### Supply network, run 1

Pins as bars on the die edge. Tap cells in grey.
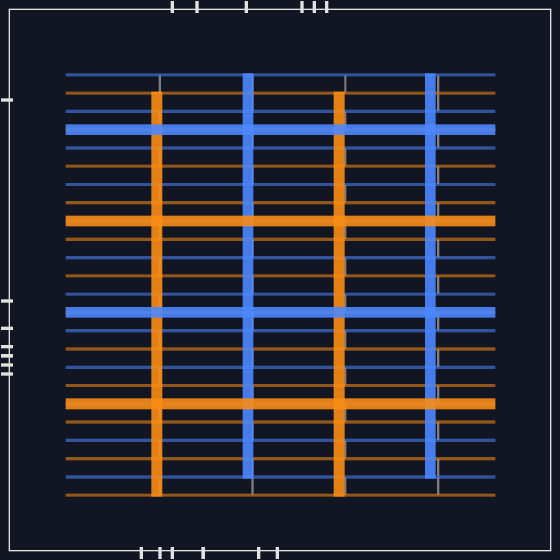
### Cells coloured by class, run 1

The bar under the picture is 20 um long. Fill, decap, tap and diode cells in grey.
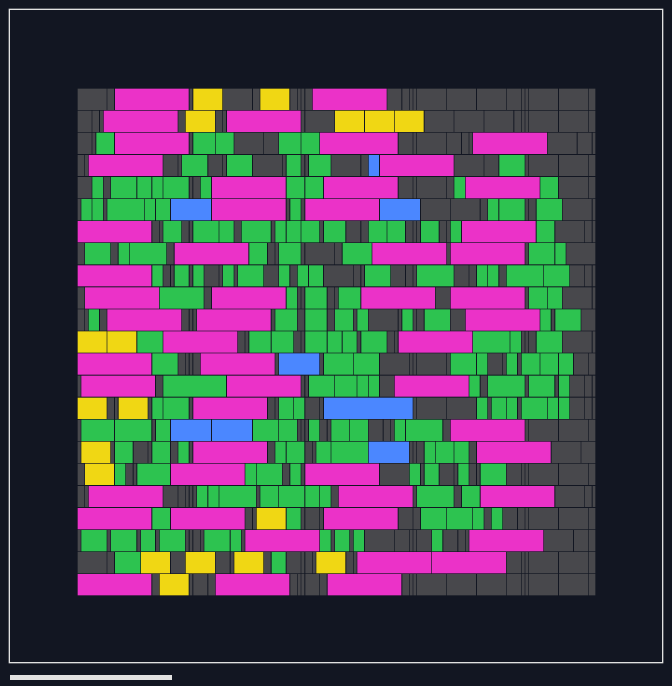
### Clock network drawn from the DEF, run 1

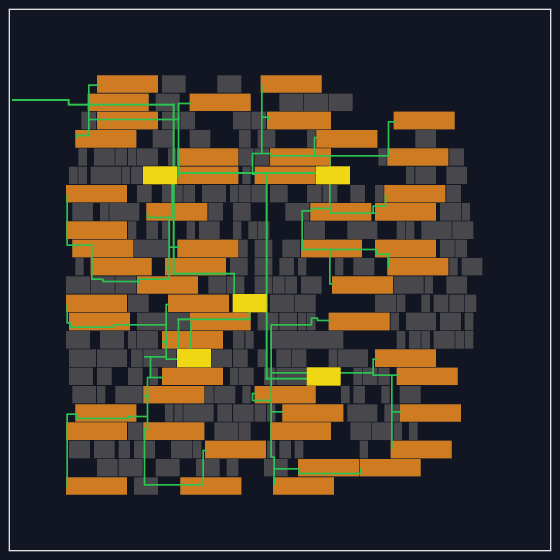
### M2 wires, run 1

The bar under the picture is 20 um long.
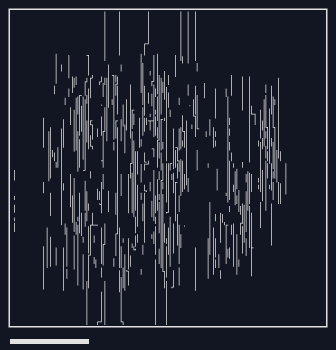
**src/rtl/dcm_reset_sequencer_if.sv**
```systemverilog
// Signal bundle between the DCM reset sequencer (master) and the DCM plus its reset consumers (slave).
interface dcm_reset_sequencer_if #(
    parameter int unsigned N_DOMAINS   = 3,
    parameter int unsigned MAX_RETRIES = 3
);
    localparam int unsigned RETRY_W = $clog2(MAX_RETRIES + 1);

    logic                 dcm_locked;
    logic                 dcm_rst_o;
    logic [N_DOMAINS-1:0] domain_rstn_o;
    logic                 sys_ready_o;
    logic                 fault_o;
    logic [RETRY_W-1:0]   retry_cnt_o;
    logic [7:0]           lock_loss_cnt_o;

    modport master (
        input  dcm_locked,
        output dcm_rst_o,
        output domain_rstn_o,
        output sys_ready_o,
        output fault_o,
        output retry_cnt_o,
        output lock_loss_cnt_o
    );

    modport slave (
        output dcm_locked,
        input  dcm_rst_o,
        input  domain_rstn_o,
        input  sys_ready_o,
        input  fault_o,
        input  retry_cnt_o,
        input  lock_loss_cnt_o
    );
endinterface

```
**src/rtl/dcm_reset_sequencer.sv**
```systemverilog
// DCM lock handshake initiator: pulses DCM reset, filters lock, releases domain resets in a staggered order.
module dcm_reset_sequencer #(
    parameter int unsigned PULSE_CYCLES   = 4,
    parameter int unsigned LOCK_TIMEOUT   = 12000,
    parameter int unsigned STABLE_CYCLES  = 64,
    parameter int unsigned N_DOMAINS      = 3,
    parameter int unsigned STAGGER_CYCLES = 16,
    parameter int unsigned MAX_RETRIES    = 3
) (
    input  logic                   clk_i,
    input  logic                   internal_rst_En,
    dcm_reset_sequencer_if.master  bus
);
    localparam int unsigned REL_LIMIT = STAGGER_CYCLES * (N_DOMAINS - 1);
    localparam int unsigned PLS_W     = $clog2(PULSE_CYCLES) + 1;
    localparam int unsigned TMR_W     = $clog2(LOCK_TIMEOUT) + 1;
    localparam int unsigned STB_W     = $clog2(STABLE_CYCLES) + 1;
    localparam int unsigned REL_W     = $clog2(REL_LIMIT + 1) + 1;
    localparam int unsigned RETRY_W   = $clog2(MAX_RETRIES + 1);

    localparam logic [PLS_W-1:0]   PULSE_LAST = PLS_W'(PULSE_CYCLES - 1);
    localparam logic [TMR_W-1:0]   TMR_MAX    = TMR_W'(LOCK_TIMEOUT);
    localparam logic [STB_W-1:0]   STB_LAST   = STB_W'(STABLE_CYCLES - 1);
    localparam logic [REL_W-1:0]   REL_LAST   = REL_W'(REL_LIMIT);
    localparam logic [RETRY_W-1:0] RETRY_MAX  = RETRY_W'(MAX_RETRIES);

    typedef enum logic [2:0] {
        ST_PULSE,
        ST_WAIT_LOCK,
        ST_FILTER,
        ST_RELEASE,
        ST_RUN,
        ST_FAULT
    } state_e;

    state_e               state_q, state_d;
    logic [1:0]           sync_q;
    logic [PLS_W-1:0]     pulse_q, pulse_d;
    logic [TMR_W-1:0]     timer_q, timer_d;
    logic [STB_W-1:0]     stable_q, stable_d;
    logic [REL_W-1:0]     rel_q, rel_d;
    logic [RETRY_W-1:0]   retry_q, retry_d;
    logic [7:0]           loss_q, loss_d;
    logic                 dcm_rst_q, dcm_rst_d;
    logic [N_DOMAINS-1:0] dom_q, dom_d;
    logic                 ready_q, ready_d;
    logic                 fault_q, fault_d;

    logic                 lock_s;
    logic                 timeout;
    logic                 lost;
    logic [RETRY_W-1:0]   retry_inc;

    assign lock_s    = sync_q[1];
    assign timeout   = (timer_q == TMR_MAX);
    assign retry_inc = retry_q + RETRY_W'(1);

    always_ff @(posedge clk_i or posedge internal_rst_En) begin
        if (internal_rst_En) begin
            sync_q <= '0;
        end else begin
            sync_q <= {sync_q[0], bus.dcm_locked};
        end
    end

    always_ff @(posedge clk_i or posedge internal_rst_En) begin
        if (internal_rst_En) begin
            state_q   <= ST_PULSE;
            pulse_q   <= '0;
            timer_q   <= '0;
            stable_q  <= '0;
            rel_q     <= '0;
            retry_q   <= '0;
            loss_q    <= '0;
            dcm_rst_q <= 1'b1;
            dom_q     <= '0;
            ready_q   <= 1'b0;
            fault_q   <= 1'b0;
        end else begin
            state_q   <= state_d;
            pulse_q   <= pulse_d;
            timer_q   <= timer_d;
            stable_q  <= stable_d;
            rel_q     <= rel_d;
            retry_q   <= retry_d;
            loss_q    <= loss_d;
            dcm_rst_q <= dcm_rst_d;
            dom_q     <= dom_d;
            ready_q   <= ready_d;
            fault_q   <= fault_d;
        end
    end

    // Per-state counters default to zero so each is cleared on entry to the state that uses it.
    always_comb begin
        state_d  = state_q;
        pulse_d  = '0;
        timer_d  = '0;
        stable_d = '0;
        rel_d    = '0;
        retry_d  = retry_q;
        loss_d   = loss_q;
        lost     = 1'b0;

        unique case (state_q)
            ST_PULSE: begin
                if (pulse_q == PULSE_LAST) begin
                    state_d = ST_WAIT_LOCK;
                end else begin
                    pulse_d = pulse_q + PLS_W'(1);
                end
            end
            ST_WAIT_LOCK: begin
                if (timeout) begin
                    retry_d = retry_inc;
                    state_d = (retry_inc == RETRY_MAX) ? ST_FAULT : ST_PULSE;
                end else begin
                    timer_d = timer_q + TMR_W'(1);
                    if (lock_s) begin
                        state_d = ST_FILTER;
                    end
                end
            end
            ST_FILTER: begin
                if (timeout) begin
                    retry_d = retry_inc;
                    state_d = (retry_inc == RETRY_MAX) ? ST_FAULT : ST_PULSE;
                end else begin
                    timer_d = timer_q + TMR_W'(1);
                    if (!lock_s) begin
                        state_d = ST_WAIT_LOCK;
                    end else if (stable_q == STB_LAST) begin
                        state_d = ST_RELEASE;
                    end else begin
                        stable_d = stable_q + STB_W'(1);
                    end
                end
            end
            ST_RELEASE: begin
                if (!lock_s) begin
                    lost = 1'b1;
                end else if (rel_q == REL_LAST) begin
                    state_d = ST_RUN;
                    retry_d = '0;
                end else begin
                    rel_d = rel_q + REL_W'(1);
                end
            end
            ST_RUN: begin
                retry_d = '0;
                if (!lock_s) begin
                    lost = 1'b1;
                end
            end
            ST_FAULT: begin
                state_d = ST_FAULT;
            end
            default: begin
                state_d = ST_PULSE;
            end
        endcase

        if (lost) begin
            state_d = ST_PULSE;
            if (loss_q != 8'hFF) begin
                loss_d = loss_q + 8'd1;
            end
        end
    end

    // Outputs are registered from the next state so they switch with the state and never glitch.
    always_comb begin
        dcm_rst_d = (state_d == ST_PULSE) || (state_d == ST_FAULT);
        fault_d   = (state_d == ST_FAULT);
        ready_d   = (state_d == ST_RUN);
        dom_d     = '0;
        for (int unsigned k = 0; k < N_DOMAINS; k++) begin
            dom_d[k] = (state_d == ST_RUN) ||
                       ((state_d == ST_RELEASE) && (rel_d >= REL_W'(STAGGER_CYCLES * k)));
        end
    end

    assign bus.dcm_rst_o       = dcm_rst_q;
    assign bus.domain_rstn_o   = dom_q;
    assign bus.sys_ready_o     = ready_q;
    assign bus.fault_o         = fault_q;
    assign bus.retry_cnt_o     = retry_q;
    assign bus.lock_loss_cnt_o = loss_q;
endmodule
```
**src/flat_wrapper.sv**
```systemverilog
// flat-port wrapper written by rule: the top's interface ports become plain ports
module dcm_reset_sequencer_flat 
#(
    parameter int unsigned PULSE_CYCLES   = 4,
    parameter int unsigned LOCK_TIMEOUT   = 12000,
    parameter int unsigned STABLE_CYCLES  = 64,
    parameter int unsigned N_DOMAINS      = 3,
    parameter int unsigned STAGGER_CYCLES = 16,
    parameter int unsigned MAX_RETRIES    = 3
)
  (clk_i, internal_rst_En, bus_dcm_locked, bus_dcm_rst_o, bus_domain_rstn_o, bus_sys_ready_o, bus_fault_o, bus_retry_cnt_o, bus_lock_loss_cnt_o);
  dcm_reset_sequencer_if #(.N_DOMAINS(N_DOMAINS), .MAX_RETRIES(MAX_RETRIES)) bus_i ();
  input  logic clk_i;
  input  logic internal_rst_En;
  input wire logic [$bits(bus_i.dcm_locked)-1:0] bus_dcm_locked;
  output wire logic [$bits(bus_i.dcm_rst_o)-1:0] bus_dcm_rst_o;
  output wire logic [$bits(bus_i.domain_rstn_o)-1:0] bus_domain_rstn_o;
  output wire logic [$bits(bus_i.sys_ready_o)-1:0] bus_sys_ready_o;
  output wire logic [$bits(bus_i.fault_o)-1:0] bus_fault_o;
  output wire logic [$bits(bus_i.retry_cnt_o)-1:0] bus_retry_cnt_o;
  output wire logic [$bits(bus_i.lock_loss_cnt_o)-1:0] bus_lock_loss_cnt_o;
  assign bus_i.dcm_locked = bus_dcm_locked;
  assign bus_dcm_rst_o = bus_i.dcm_rst_o;
  assign bus_domain_rstn_o = bus_i.domain_rstn_o;
  assign bus_sys_ready_o = bus_i.sys_ready_o;
  assign bus_fault_o = bus_i.fault_o;
  assign bus_retry_cnt_o = bus_i.retry_cnt_o;
  assign bus_lock_loss_cnt_o = bus_i.lock_loss_cnt_o;
  dcm_reset_sequencer #(.PULSE_CYCLES(PULSE_CYCLES), .LOCK_TIMEOUT(LOCK_TIMEOUT), .STABLE_CYCLES(STABLE_CYCLES), .N_DOMAINS(N_DOMAINS), .STAGGER_CYCLES(STAGGER_CYCLES), .MAX_RETRIES(MAX_RETRIES)) u_core (.clk_i(clk_i), .internal_rst_En(internal_rst_En), .bus(bus_i));
endmodule
```
**config.mk**
```make
export PLATFORM = sky130hd
export DESIGN_NAME = dcm_reset_sequencer_flat
export DESIGN_NICKNAME = d
export VERILOG_FILES = /design/src/rtl/dcm_reset_sequencer_if.sv /design/src/rtl/dcm_reset_sequencer.sv /design/src/flat_wrapper.sv
export SDC_FILE = /design/constraint.sdc
export NUM_CORES = 1
export LEC_CHECK = 0
export CORE_MARGIN = 8
export CORE_UTILIZATION = 60
export DETAILED_ROUTE_END_ITERATION = 16
export MAX_ROUTING_LAYER = met4
export PLACE_DENSITY = 0.84
export SLEW_MARGIN = 20
export SYNTH_ARGS = -nofsm -noshare
export SYNTH_HDL_FRONTEND = slang
export SYNTH_SLANG_ARGS = --single-unit
export TNS_END_PERCENT = 100
```
**constraint.sdc**
```tcl
create_clock -name clk_i -period 4.7 [get_ports clk_i]
set_input_delay 0.94 -clock clk_i [delete_from_list [all_inputs] [get_ports clk_i]]
set_output_delay 0.94 -clock clk_i [all_outputs]
set_load 0.02 [all_outputs]
```
==> deck_impl_summary.md, run 1 <==
Physical Implementation Snapshot

Clocking
  – Count of clock tree sinks: 53
  – Number of buffers on the longest clock path: 2
  – Number of cells upsized or downsized after cts: 0
  – CTS tree: yes

Worst setup path
  – Worst flop-to-flop path startpoint: u_core.timer_q[0]
  – Kind of cell adding the most delay to the critical path: buffers and inverters
  – Worst reg2reg endpoint: u_core.bus.dcm_rst_o
  – Register-to-register setup slack: 2.48 ns
  – Levels on crit path: 1
  – Critical path launch point type: flop
  – Data arrival time at the worst-slack endpoint: 1.41 ns

Timing
  – RSZ-0062 raised after global routing: no
  – Final Hold Violating Endpoints: 0
  – Post-route setup slack: 2.347 ns
  – Count of final setup violators: 0
  – Setup TNS Final: 0 ns

Cells and area
  – Area grow syn2layout: 13.39%
  – Invs w/o clock: 12
  – # clk buffers: 7
  – Number of flip-flops and latches: 53
  – Utilization after layout: 70.47%
  – # fillers: 308
  – Diodes inserted: 0
  – Fraction of layout instances using a drive strength above 1: 6.746%

Routing
  – Via count: 1667
  – Vias per inst: 5.520
  – Wirelength per Cell: 14.01 um

Power
  – Proportion of total power due to net switching: 31.09%
  – PnR Total Power: 1.136 mW

Yosys
  – Cell count after synthesis: 231
  – Post-synth tally of flip-flops with integrated enable: 0
  – Ao+oa area frac: 5.737%
  – Simple-gate area share of the yosys netlist: 22.50%
  – Mux cell area share after synthesis: 0.8556%
  – Yosys cell count: 231
  – Fraction of registers with async set or reset after synthesis: 100.0%

Worst hold path
  – Worst Hold Path Cells: 0
  – End point of the most critical hold path: u_core.sync_q[1]

Placed design
  – Placement-stage worst setup slack: 2.446 ns

Run
  – Number of max-cap violations: 0

Status
  – Outcome: complete, no violations

Global routing
  – Grt ovf: 0

Die
  – # Taps: 50
  – Boundary pin count: 19
## Picture notes: 'Supply network'
Orange shows VSS. Blue shows VDD.
50 tap cells. 19 signal pins sit on the boundary.
Worst IR Drop VDD: 0.0003215 V
chip width: 80.37 um
Vert. Die Dim: 80.37 um

## Picture notes: 'Cells coloured by class'
Magenta shows flip-flops, cells 53, share of their area 48%. Green shows all other logic, cells 173, share of their area 41%. Blue shows clock drivers and dummy loads, cells 8, share of their area 4.2%. Yellow shows other buffers and delay cells, cells 18, share of their area 6.5%.
Layout Cell Area excl Fill: 0.002819 mm2
placeable core region: 0.004000 mm2

## Picture notes: 'Clock network drawn from the DEF'
Yellow shows cells driving clock nets, count 5. Orange shows flip-flops, count 53. Green shows clock wires, length 527 um.
There are 6 routed clock nets.
insertion delay of the later-clocked pin in the worst-skew pair: 0.30 ns
clock group power: 0.309 mW
fraction of power consumed by the clock network: 27.2%
Final Skew: 0.004245 ns

## Picture notes: 'M2 wires'
The longest straight run is 27.0 um. The layer carries 2160 um of wire.
wire length reported by the detailed router: 4230 um
routing usage on met2: 24.70%

==> run 1: layer usage <==
| layer | GRT usage, % | vias to the layer above | wire length [um] |
|---|---|---|---|
| met1 | 15.58 | 824 | 1917 |
| met2 | 24.70 | 13 | 2163 |
| met3 | 3.906 | 5 | 93 |
| li1 | - | 825 | - |
| met5 | - | - | 0 |
| met4 | 5.455 | 0 | 55 |
==> run 1: kinds of logic (layout without fill, tap and decap cells) <==
kind of cell / Yosys count / in the layout
xor+xnor: 30 / 30
mux: 2 / 2
compound gates: 19 / 19
simple gates: 102 / 102
buf+inv: 17 / 38
fa+ha+maj: 8 / 8
flops: 53 / 53
==> run 1: sequential cells by signal (all words and copies together) (netlist names) <==
name,count
u_core.bus.dcm_rst_o,1
u_core.timer_q,15
u_core.bus.domain_rstn_o,3
u_core.rel_q,7
u_core.state_q,3
u_core.stable_q,7
u_core.pulse_q,3
u_core.bus.fault_o,1
u_core.bus.lock_loss_cnt_o,8
u_core.bus.sys_ready_o,1
u_core.sync_q,2
u_core.bus.retry_cnt_o,2
==> run 1: cell usage after synthesis (2+ instances only) <==
cell / number / area share (%)
sky130_fd_sc_hd__or3b_1: 2 / 0.70
sky130_fd_sc_hd__nand2b_1: 3 / 0.75
sky130_fd_sc_hd__nand2_1: 12 / 1.8
sky130_fd_sc_hd__nand3b_1: 2 / 0.60
sky130_fd_sc_hd__nor2_1: 34 / 5.1
sky130_fd_sc_hd__nand3_1: 12 / 2.4
sky130_fd_sc_hd__dfrtp_1: 52 / 52
sky130_fd_sc_hd__nor3b_1: 2 / 0.60
sky130_fd_sc_hd__o21ai_0: 6 / 1.2
sky130_fd_sc_hd__xor2_1: 13 / 4.6
sky130_fd_sc_hd__inv_1: 12 / 1.8
sky130_fd_sc_hd__nor2b_1: 3 / 0.75
sky130_fd_sc_hd__a21o_1: 4 / 1.2
sky130_fd_sc_hd__and3_1: 10 / 2.5
sky130_fd_sc_hd__ha_1: 8 / 4.0
sky130_fd_sc_hd__nand4_1: 6 / 1.5
sky130_fd_sc_hd__clkbuf_1: 3 / 0.45
sky130_fd_sc_hd__xnor2_1: 17 / 6.0
sky130_fd_sc_hd__nor3_1: 3 / 0.60
==> run 1: cells in the final DEF (no fill, tap or decap), drive strengths merged, types with 4 or more instances in the layout <==
master / netlist / final
dfrtp: 52 / 52
nand3: 12 / 12
o21ai: 7 / 7
nand4: 7 / 7
nand2: 12 / 12
nor2: 35 / 35
clkdlybuf4s50: 0 / 18
ha: 8 / 8
inv: 12 / 11
xnor2: 17 / 17
a21o: 4 / 4
clkbuf: 3 / 7
xor2: 13 / 13
and3: 10 / 10
==> run 1: power by group through the flow <==
stage               Clock (mW)  Sequential (mW)  Combinational (mW)
CTS                      0.318            0.559               0.271
finish                   0.309            0.560               0.268
floorplan                    0            0.566               0.189
global route             0.339            0.567               0.300
detailed placement           0            0.567               0.270
global placement             0            0.566               0.261
## Run 2: what changed since run 1
--- a/config.mk
+++ b/config.mk
@@ -6,10 +6,10 @@
 export NUM_CORES = 1
 export LEC_CHECK = 0
 export CORE_MARGIN = 8
-export CORE_UTILIZATION = 60
+export CORE_UTILIZATION = 57
 export DETAILED_ROUTE_END_ITERATION = 16
 export MAX_ROUTING_LAYER = met4
-export PLACE_DENSITY = 0.84
+export PLACE_DENSITY = 0.8
 export SLEW_MARGIN = 20
 export SYNTH_ARGS = -nofsm -noshare
 export SYNTH_HDL_FRONTEND = slang
==> constraint.sdc (replaced) <==
create_clock -name clk_i -period 2.2 [get_ports clk_i]
set_input_delay 0.44 -clock clk_i [delete_from_list [all_inputs] [get_ports clk_i]]
set_output_delay 0.44 -clock clk_i [all_outputs]
set_load 0.02 [all_outputs]
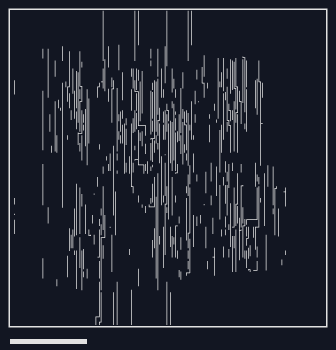
*M2 wires, run 2*
The bar under the picture is 20 um long.
The longest straight run is 32.3 um. The layer holds 47% of the routed length.
wire length reported by the detailed router: 4388 um
routing usage on met2: 23.68%
via count: 1664

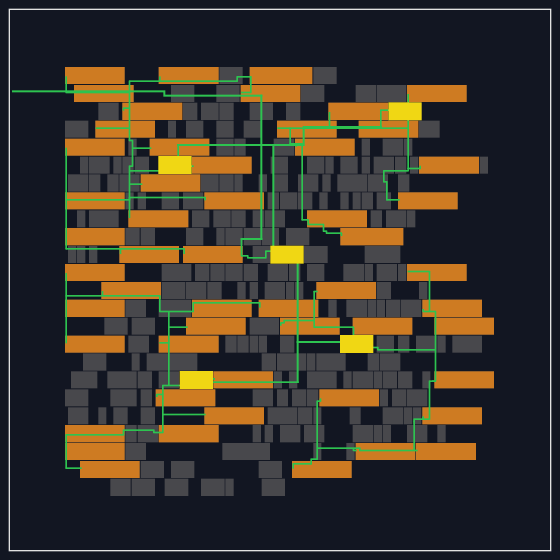
*Clock network drawn from the DEF, run 2*
Yellow shows cells driving clock nets, count 5. Green shows clock wires, length 596 um. Orange shows flip-flops, count 53.
Position of the flops: spread over the die. There are 6 routed clock nets.
Final Skew: 0.01375 ns
clock group power: 0.587 mW

==> run 2 against run 1 <==
Compared with the run above: setup slack worse by 2.2 ns; critical endpoint is now u_core.bus.domain_rstn_o[1]; non-clock buffer count rose by 8; critical path type is now flop to flop; core utilization shrank 3.0 points; worst hold slack gained 0.0018 ns; largest cell class unchanged; combinational power rose to 2.6 times the previous value.
==> deck_impl_summary.md, run 2 <==
Physical Implementation Snapshot

Status
  – Outcome: complete, no violations (unchanged)

Yosys
  – Top cell types by occurrence after synthesis: sky130_fd_sc_hd__dfrtp_1, sky130_fd_sc_hd__nor2_1, sky130_fd_sc_hd__xnor2_1 (unchanged)
  – Fraction of registers with async set or reset after synthesis: 100.0% (unchanged)
  – Post-synth tally of flip-flops with integrated enable: 0 (unchanged)
  – Cell type with the largest total area: sky130_fd_sc_hd__dfrtp_1 (unchanged)
  – Synthesized area per cell: 10.76 um2 (unchanged)
  – Post-synthesis cell type with the largest instance count: sky130_fd_sc_hd__dfrtp_1 (unchanged)
  – Cell count after synthesis: 231 (unchanged)
  – Fraction of post-synthesis cell area in the top cell type by area: 52.34% (unchanged)
  – Top post-synthesis cells by area: sky130_fd_sc_hd__dfrtp_1, sky130_fd_sc_hd__xnor2_1, sky130_fd_sc_hd__nor2_1 (unchanged)
  – Yosys cell count: 231 (unchanged)

Timing
  – Setup TNS Final: 0 ns (unchanged)
  – Count of final setup violators: 0 (unchanged)
  – Transition time at the pin with the least slew margin: 0.2950 ns (was 0.8516 ns)
  – RSZ-0062 raised after global routing: no (unchanged)
  – Final Hold Violating Endpoints: 0 (unchanged)

Clocking
  – CTS tree: yes (unchanged)
  – Number of buffers on the longest clock path: 2 (unchanged)
  – Count of clock tree sinks: 53 (unchanged)
  – Insertion delay of the later-clocked pin in the worst-skew pair: 0.32 ns (was 0.30 ns)

Cells and area
  – Largest register by flop count: u_core.timer_q (unchanged)
  – Area grow syn2layout: 15.70% (was 13.39%)
  – Flip-flop count of the largest register after layout: 15 (unchanged)
  – Most used cells in the layout excluding fill and tap cells: sky130_fd_sc_hd__dfrtp_1, sky130_fd_sc_hd__nor2_1, sky130_fd_sc_hd__clkdlybuf4s50_1, sky130_fd_sc_hd__xnor2_1, sky130_fd_sc_hd__xor2_1 (unchanged)
  – Fraction of layout instances using a drive strength above 1: 10.38% (was 6.746%)
  – Diodes inserted: 0 (unchanged)
  – # fillers: 334 (was 308)
  – Highest-count logic cell in the final layout: sky130_fd_sc_hd__dfrtp_1 (unchanged)
  – Post-layout instance count excluding filler cells: 312 (was 302)

Global routing
  – Global-route wire length before repair: 7714 um (was 7238 um)
  – Grt ovf: 0 (unchanged)

Die
  – Boundary pin count: 19 (unchanged)
  – Chip width: 82.04 um (was 80.37 um)
  – Vert. Die Dim: 82.04 um (was 80.37 um)

Worst hold path
  – Worst Hold Path Cells: 0 (unchanged)

Worst setup path
  – Data arrival time at the worst-slack endpoint: 2.29 ns (was 1.41 ns)
  – Critical path launch point type: flop (unchanged)

Power
  – Proportion of total power due to net switching: 32.96% (was 31.09%)
  – Worst IR Drop VDD: 0.0005684 V (was 0.0003215 V)
  – Fraction of power consumed by the clock network: 24.0% (was 27.2%)

Run
  – Number of max-cap violations: 0 (unchanged)

Routing
  – Wirelength per Cell: 14.06 um (was 14.01 um)
  – Vias per inst: 5.333 (was 5.520)
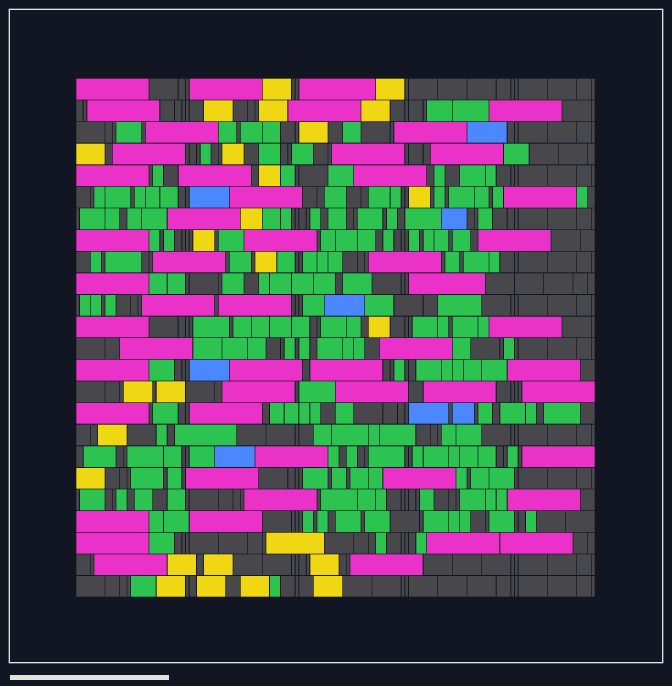
*Cells coloured by class, run 2*
The bar under the picture is 20 um long. Fill, decap, tap and diode cells in grey.
Magenta shows flip-flops, cells 53, share of their area 47%. Green shows all other logic, cells 173, share of their area 40%. Yellow shows other buffers and delay cells, cells 26, share of their area 9.0%. Blue shows clock drivers and dummy loads, cells 8, share of their area 3.5%.
sequential portion of the cell area: 46.19%
utilization after layout: 67.46%
number of standard-cell rows in the floorplan: 24
Layout Cell Area excl Fill: 0.002877 mm2
placeable core region: 0.004264 mm2

-- run 2: cell types whose count changed in the layout (fill, tap and decap cells not counted), sizes merged --
cell / before / now
buf: 0 / 8
bufinv: 1 / 0
clkinvlp: 0 / 1
inv: 11 / 13
clkinv: 1 / 0
clkbuf: 7 / 6
-- run 2: logic make-up after synthesis --
| kind of cell | share of synthesized area [%] |
|---|---|
| buf+inv | 2.919 |
| compound gates | 5.738 |
| simple gates | 22.50 |
| fa+ha+maj | 4.026 |
| flops | 53.40 |
| mux | 0.8555 |
| xor+xnor | 10.57 |
-- run 2: power by group through the flow --
stage               registers (mW)  clock network [mW]  logic, mW
global placement              1.16                   0      0.659
floorplan                     1.21                   0      0.404
CTS                           1.14               0.603      0.681
detailed placement            1.16                   0      0.674
global route                  1.16               0.650      0.797
finish                        1.15               0.587      0.710
-- run 2: worst max-delay path, stage by stage, from the launching register on --
cell and delay (ns):
sky130_fd_sc_hd__dfrtp_2 0.41, sky130_fd_sc_hd__inv_1 0.05, sky130_fd_sc_hd__ha_1 0.19, sky130_fd_sc_hd__nor4b_2 0.17
sky130_fd_sc_hd__and3_1 0.21, sky130_fd_sc_hd__or4b_1 0.59, sky130_fd_sc_hd__a21o_1 0.20, sky130_fd_sc_hd__o21ai_2 0.05
sky130_fd_sc_hd__or2_1 0.10
-- run 2: layout make-up --
type / count / area (um2) / share of cell area [%]
flip-flops and latches: 53 / 1329 / 46.19
multi-input cells: 161 / 1086 / 37.76
repair buffers: 26 / 252.7 / 8.786
clock buffers: 6 / 82.58 / 2.871
well taps: 52 / 65.06 / 2.262
inverters: 12 / 45.04 / 1.566
clock inverters: 2 / 16.27 / 0.5655
-- run 2: repair_timing --
| action | CTS | global route |
|---|---|---|
| buffers inserted | 0 | 2 |
| setup endpoints to repair | 0 | 2 |
| hold buffers | 0 | 0 |
| gates resized | 0 | 1 |
-- run 2: final timing paths --
path,startpoint,end,slack (ns)
max,u_core.rel_q[0],u_core.bus.domain_rstn_o[1],0.17
min,u_core.sync_q[0],u_core.sync_q[1],0.36
max reg2reg,u_core.rel_q[0],u_core.bus.domain_rstn_o[1],0.17
min reg2reg,u_core.sync_q[0],u_core.sync_q[1],0.36
max in group asynchronous,internal_rst_En,u_core.bus.dcm_rst_o,1.44
min in group asynchronous,internal_rst_En,u_core.timer_q[4],0.47
-- run 2: layer usage --
| metal | up-vias | share of wire (%) | global-route usage, % |
|---|---|---|---|
| met5 | - | 0 | - |
| met4 | 0 | 1.3 | 5.439 |
| met3 | 7 | 3.7 | 5.252 |
| met2 | 17 | 47 | 23.68 |
| met1 | 798 | 48 | 18.37 |
| li1 | 842 | - | - |
-- run 2: stage by stage --
step / cell area (um2) / hold slack [ns] / power [mW] / setup WS [ns]
2_1_floorplan: 2486 / 0.3312 / 1.613 / 0.2486
4_1_cts: 2860 / 0.3594 / 2.429 / 0.04360
5_1_grt: 2877 / 0.3689 / 2.606 / 0.009127
6_report: 2877 / 0.3565 / 2.442 / 0.1663
3_5_place_dp: 2761 / 0.3358 / 1.838 / 0.07843
3_3_place_gp: 2761 / 0.3327 / 1.820 / 0.2211
### Supply network, run 2

Pins as bars on the die edge. Tap cells in grey.
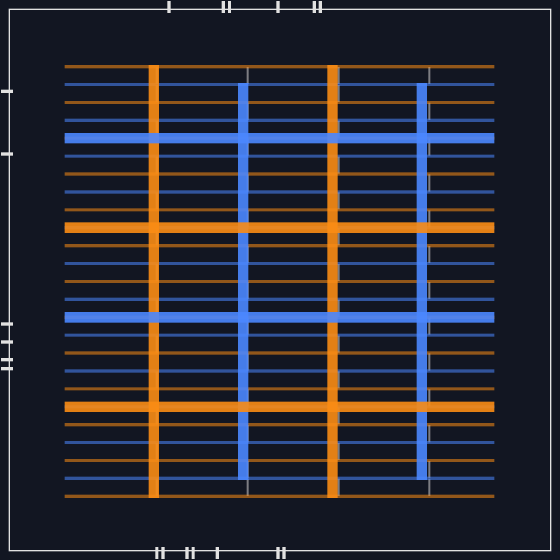

## Run 3: what changed since run 2
--- a/config.mk
+++ b/config.mk
@@ -6,10 +6,9 @@
 export NUM_CORES = 1
 export LEC_CHECK = 0
 export CORE_MARGIN = 8
-export CORE_UTILIZATION = 57
+export CORE_UTILIZATION = 33
 export DETAILED_ROUTE_END_ITERATION = 16
-export MAX_ROUTING_LAYER = met4
-export PLACE_DENSITY = 0.8
+export PLACE_DENSITY = 0.52
 export SLEW_MARGIN = 20
 export SYNTH_ARGS = -nofsm -noshare
 export SYNTH_HDL_FRONTEND = slang
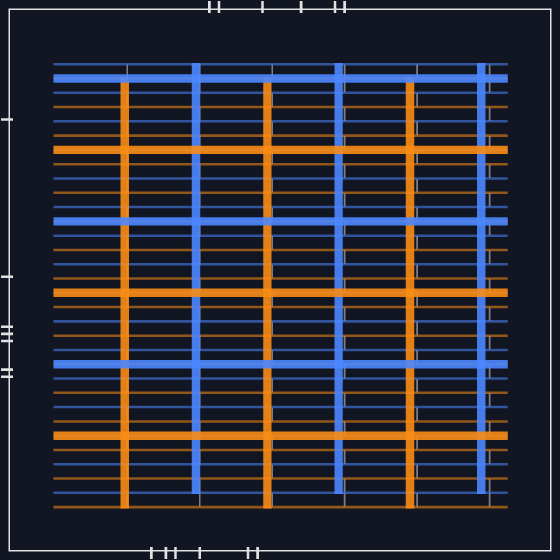
*Supply network, run 3*
Pins as bars on the die edge. Tap cells in grey.
Orange shows VSS. Blue shows VDD.
6 straps on met4. 19 signal pins sit on the boundary.
placeable core region: 0.007292 mm2
Worst IR Drop VDD: 0.0004628 V

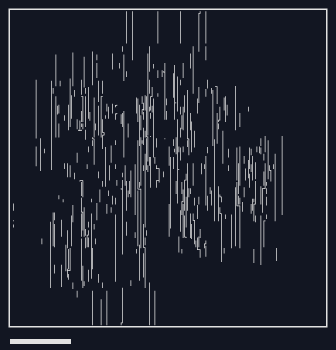
*M2 wires, run 3*
The bar under the picture is 20 um long.
223 nets have wire on it. The wires run mostly vertical. The layer holds 48% of the routed length. The longest straight run is 28.9 um.
routing usage on met2: 15.93%
wire length reported by the detailed router: 4525 um

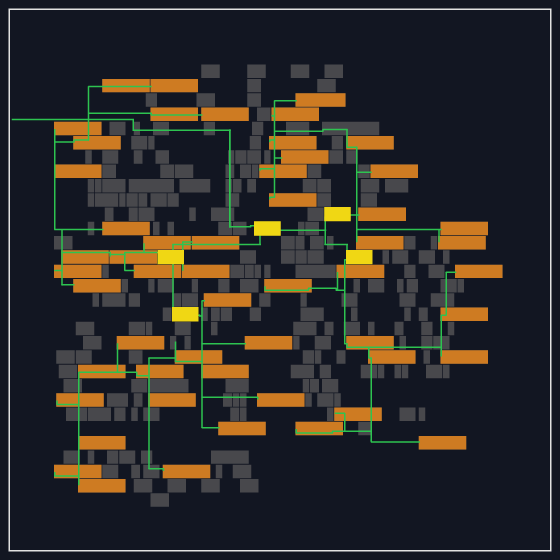
*Clock network drawn from the DEF, run 3*
Green shows clock wires, length 612 um. Orange shows flip-flops, count 53. Yellow shows cells driving clock nets, count 5.
There are 6 routed clock nets.
fraction of power consumed by the clock network: 25.4%
Final Skew: 0.009631 ns
clock group power: 0.647 mW

==> run 3 against run 2 <==
Compared with the run above: critical path depth stayed put; clock skew decreased by 0.0041 ns; via count grew 0.54%; register-to-register slack gained 0.03 ns; critical path type unchanged; largest cell class unchanged.
==> deck_impl_summary.md, run 3 <==
Physical Implementation Snapshot

Cells and area
  – # fillers: 750 (was 334)
  – Largest register by flop count: u_core.timer_q (unchanged)
  – Highest-count logic cell in the final layout: sky130_fd_sc_hd__dfrtp_1 (unchanged)
  – Storage cell area: 0.001328 mm2 (was 0.001329 mm2)
  – Combinational cell area excluding buffers and inverters: 0.001121 mm2 (was 0.001086 mm2)

Routing
  – Via count: 1673 (was 1664)

Worst setup path
  – Cell repeated most along the worst path: sky130_fd_sc_hd__a21o_1
  – Worst-path cell chain: inv_1 > ha_1 > and4bb_1 > nand4_4 > or3b_1 > a21o_1 > nor2_2 > a21o_1 (was inv_1 > ha_1 > nor4b_2 > and3_1 > or4b_1 > a21o_1 > o21ai_2 > or2_1)
  – Worst flop-to-flop path startpoint: u_core.timer_q[0] (was u_core.rel_q[0])
  – Delay of the slowest cell on the worst path: 0.42 ns (was 0.59 ns)

Yosys
  – Cell count after synthesis: 231 (unchanged)
  – Cell type with the largest total area: sky130_fd_sc_hd__dfrtp_1 (unchanged)
  – Top post-synthesis cells by area: sky130_fd_sc_hd__dfrtp_1, sky130_fd_sc_hd__xnor2_1, sky130_fd_sc_hd__nor2_1 (unchanged)
  – Top cell types by occurrence after synthesis: sky130_fd_sc_hd__dfrtp_1, sky130_fd_sc_hd__nor2_1, sky130_fd_sc_hd__xnor2_1 (unchanged)
  – Synthesized area per cell: 10.76 um2 (unchanged)

Status
  – Outcome: complete, no violations (unchanged)

Worst hold path
  – Launch instance of the worst min-delay path: u_core.sync_q[0] (unchanged)

Clocking
  – Insertion delay of the later-clocked pin in the worst-skew pair: 0.30 ns (was 0.32 ns)

Global routing
  – Global-route wire length before repair: 7997 um (was 7714 um)

Die
  – Vert. Die Dim: 102.8 um (was 82.04 um)

Power
  – Proportion of total power due to net switching: 31.28% (was 32.96%)
-- run 3: cell counts after synthesis --
No cell type changed its count.
-- run 3: what timing repair did --
action,4_1_cts,5_1_grt
setup endpoints to repair,0,1
resized,0,5
setup buffers,0,3
hold buffers,0,0
-- run 3: per-layer routing --
layer | global-route usage, % | vias up | wire, um
met5 | 0 | - | 0
li1 | - | 848 | -
met3 | 2.566 | 2 | 120
met4 | 2.002 | 0 | 18
met2 | 15.93 | 13 | 2153
met1 | 11.80 | 810 | 2233
-- run 3: worst paths after layout --
path	to	slack [ns]	cells past startpoint
worst max register to register	u_core.bus.domain_rstn_o[0]	0.20	8
worst max-delay path	u_core.bus.domain_rstn_o[0]	0.20	8
max in group asynchronous	u_core.timer_q[10]	1.23	3
worst min register to register	u_core.sync_q[1]	0.35	0
worst min-delay path	u_core.sync_q[1]	0.35	0
min in group asynchronous	u_core.bus.retry_cnt_o[0]	0.46	2
-- run 3: kinds of logic (layout without fill, tap and decap cells) --
family,Yosys count,count (layout),synth area share [%]
buf+inv,17,50,2.919
compound gates,19,19,5.738
xor+xnor,30,30,10.57
simple gates,102,102,22.50
mux,2,2,0.8555
fa+ha+maj,8,8,4.026
flops,53,53,53.40
-- run 3: power groups by stage --
stage          clock network, mW  logic (mW)  registers (mW)
2_1_floorplan                  0       0.404            1.21
3_3_place_gp                   0       0.699            1.18
3_5_place_dp                   0       0.700            1.18
4_1_cts                    0.687       0.702            1.16
5_1_grt                    0.713       0.853            1.17
6_report                   0.647       0.744            1.15
-- run 3: per-stage QoR --
stage               setup WS [ns]  instances
floorplan                  0.2486        231
global placement           0.1612        352
detailed placement         0.1246        352
CTS                       0.07325        360
global route            -0.001432        363
finish                     0.1996        363
-- run 3: layout make-up --
class / instances / area share [%]
clock buffers: 6 / 2.410
clock inverters: 2 / 1.288
inverters: 12 / 1.496
multi-input cells: 161 / 37.22
flip-flops and latches: 53 / 44.08
well taps: 99 / 4.113
repair buffers: 30 / 9.389
-- run 3: critical path: cells and delay by family (launching register included) --
kind                     cells  cell delay (ns)
flip-flops                   1             0.42
adder cells (fa/ha/maj)      1             0.13
AND/OR/NAND/NOR              4             0.95
buffers and inverters        1             0.08
AND-OR/OR-AND                2             0.35
No activity file was given, so power comes from the tool's default toggle rates.
